Design and8_share_arbiter_flat, sky130hd; sources not shown.
Figure 1. Clock routing.
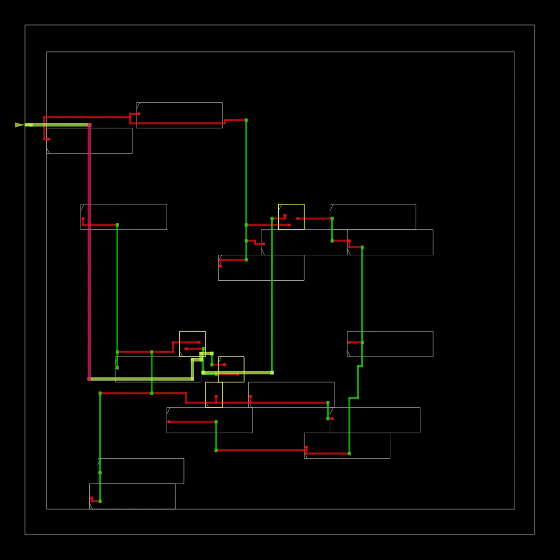
seq_cells: 15
worst-skew pair later-pin latency: 0.30 ns
CTS Buf Count: 3
Clock Sinks: 15

Figure 2. Nets reached from selected ports.
Scale: 6 px per um.
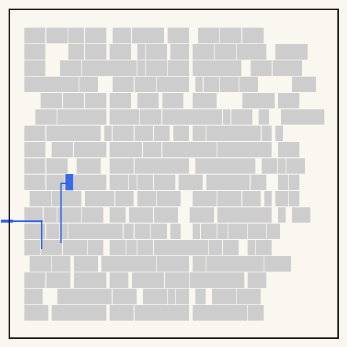
[reset] blue | bits: 1 | direction: input | end cells: 1 | buffers: 1 | wire: 20.4 um
IO Pins: 55
port bufs: 54

Figure 3. Register map, names as in the netlist.
Scale: 6 px per um. Other sequential cells in the stronger gray, the rest of the logic in the fainter gray.
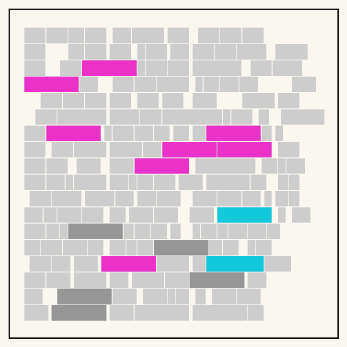
[u_core.ptr] cyan | sequential cells: 2
[u_core.bus.and_in] magenta | sequential cells: 8
Power Sequential: 0.611 mW
register area: 377 um^2

Figure 4. Gate-type map.
Scale: 8 px per um.
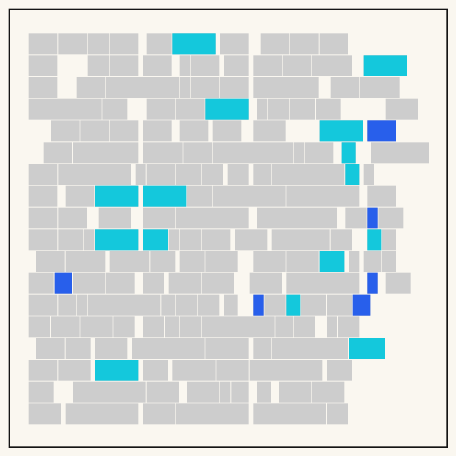
[inverting AOI/OAI gates] cyan | cells: 15 | most used: o221ai_2
[NOR gates] blue | cells: 6 | most used: nor2_1
post-route insts no fill: 209
Comb/total area: 35.2%
most frequent logic cell in the layout: clkdlybuf4s50_1

==> job_summary.md <==
## PnR job results

| Metric | Value |
|---|---|
| Init Core Util | 38.5% |
| Mux cell area share | 20.4% |
| Reg2Reg Setup Slack | -0.10 ns |
| Top cells, area | dfrtp_1, mux2i_1, o221ai_1 |
| Routability cong. | 0.707 |
| Synthesized instance count | 94 |
| Hold Worst Slack | ~0.36 ns |
| Largest net degree at the start of global routing | 16 |
| Gr ovfl total | 0 |
| Final Util | between 80% and 90% |
| Die width | 54.6 um |
| Vias in the first global route | between 1000 and 1500 |
| Routed metal-1 wirelength | about 1700 um |
| Ant diodes | 0 |
| Min cycle time layout | 2.07 ns |
| Tally of OpenROAD warnings | 32 |
| RSZ-0062 raised after global routing | true |
| Htree depth | 1 |
| Net count after synthesis | 137 |
| Relative max-transition margin | 74.4% |
| Number of synthesis warnings | 0 |
| Vias | 1139 |
| Fin area | 2020 um^2 |
| Layout Nets | 223 |
| Cells on worst reg2reg path | 7 |
| Fmax | 483 MHz |
| Power Density | approximately 1500 nW/um^2 |
| Initial DRC count | 31 |
| Yosys Instances | 94 |
| Lkg Pwr | 0.912 nW |
| Initial antenna violation count | 0 |
| DR pass1 iterations | 4 |
| Fraction of layout cells with a size suffix above 1 | about half |
| Fin crit share | 110% |
| Worst setup EP type | output port |
| Total Power | 3.01 mW |
| Top_reg_cell synth | dfrtp_1 |
| Met2 wire length | ~2200 um |
| Sequential area share after synthesis | 39.7% |
| VDD IR max | 0.00116 V |
| Req. time, crit path | 1.17 ns |
| Syn Std Cell Area | roughly 950 um^2 |
| Leading area contributor after synthesis | dfrtp_1 |
| Most frequent cell after synthesis | mux2i_1 |
| Critical Path AT | 1.35 ns |
| Worst hold stages | 2 |
| Synth cell types | 22 |
| Number of flip-flops in the largest register | 8 |
| Top cells by instance count after synthesis | mux2i_1, dfrtp_1, nand2_1 |
| Setup crit start kind | flip-flop |
| Top layer reached by signal wires | met4 |
| Die ar. | just under 3000 um^2 |
| Synth logic family | multiplexers |
| Root buf cell | clkbuf_4 |
| Slew Limit Fails | 0 |
| Final Hold Viols | 0 |
| Min-Delay Path Class | reg -> reg |
| GRT Total Usage | 28.6% |
| Aoi share | 12.0% |
| Clock Pin Slew Worst Setup and Hold Paths | 0.11 ns |
| Site row count | 18 |
| CP Class | reg -> out |
| Failing checks | setup timing |
| Avg WL per Cell | 20.1 um |
| Clock buffer depth | 2 |
| HPWL Detailed | 2070 um |
| EDFF count, synth | 0 |
| Adder Area Share | 5.29% |
| Crit Path Max Fanout | 6 |
| Detail Route Antenna Nets | 0 |
| Synth async-reset ratio | 100% |
| Core area | 2450 um^2 |
| Worst setup margin | -0.182 ns |
| Placed Cells | 183 |
| Outcome | complete, but fails checks |
| Post-route DRC | 0 |
| DR WL met3 | 211 um |
| Total Routed Length | 4210 um |
| Total of max-cap violations | 0 |
| First-pass GRT wire length | 5820 um |
| Simple share | between 10% and 20% |
| CTS tree | yes |
| Die Ht | 54.6 um |
| Setup violations, final | 16 |
| Area growth syn-to-layout | 113% |
| DR vias/cell | 5.45 |
| Top-area cell share | 39.7% |
| Post-synthesis chip area from yosys | roughly 950 um^2 |
-- cell type report --
cell class                 count  area [um^2]
clock buffer                   3         22.5
multi-input combinational     70          711
sequential                    15          377
clock inverter                 1         5.00
tap                           30         37.5
inverter                       5         21.3
fill                         127          438
timing repair buffer          85          843
-- per-layer routing --
| layer | vias up | global-route usage, % |
|---|---|---|
| li1 | 509 | - |
| met1 | 553 | 36.1 |
| met3 | 10 | 4.37 |
| met5 | - | 0 |
| met2 | 67 | 49.6 |
| met4 | 0 | 9.58 |
-- metrics by stage --
step / setup slack (ns) / setup TNS, ns
6_report: -0.182 / -1.50
5_1_grt: -0.199 / -1.95
4_1_cts: -0.124 / -0.490
3_5_place_dp: -0.469 / -5.39
3_3_place_gp: -0.417 / -4.90
2_1_floorplan: 0.122 / 0
-- worst max-delay path: stages (launching register included) --
cell	delay, ns
dfrtp_1	0.42
and2b_2	0.26
buf_6	0.13
and2_4	0.15
buf_6	0.11
-- layout by cell type, fill, tap and decap left out, types with 2 or more instances in the layout --
cell	synthesis	routed
buf_4	1	15
o21ai_2	0	2
buf_16	0	2
ha_4	0	2
and2_1	7	3
buf_2	0	5
ha_2	0	2
nor2_1	3	3
mux2i_2	0	5
nand2_4	0	2
and2_4	0	4
dlygate4sd2_1	0	10
mux2_2	2	2
a21oi_1	3	3
clkbuf_4	0	3
nand2_1	12	8
or2_4	0	4
mux2i_1	17	10
inv_2	0	2
buf_6	3	18
o221ai_2	0	8
clkdlybuf4s50_1	0	34
mux2i_4	0	2
inv_1	5	2
dfrtp_1	15	14
-- power by group --
part	switching, mW	internal, mW
Sequential	0.125	0.486
Combinational	0.952	1.24
Clock	0.128	0.0789
-- cells by family (layout without fill, tap and decap cells) --
kind of cell | after synthesis | after routing
buf+inv | 10 | 94
mux | 19 | 19
compound gates | 16 | 16
flops | 15 | 15
simple gates | 30 | 31
fa+ha+maj | 4 | 4
-- timing repair --
item                       CTS  global route
hold buffers                 0             0
buffers inserted            15             4
pin swaps                   15            15
gates cloned                 3             0
setup endpoints to repair   26            19
resized                    101            19
Power is estimated from default activity; no workload was simulated.
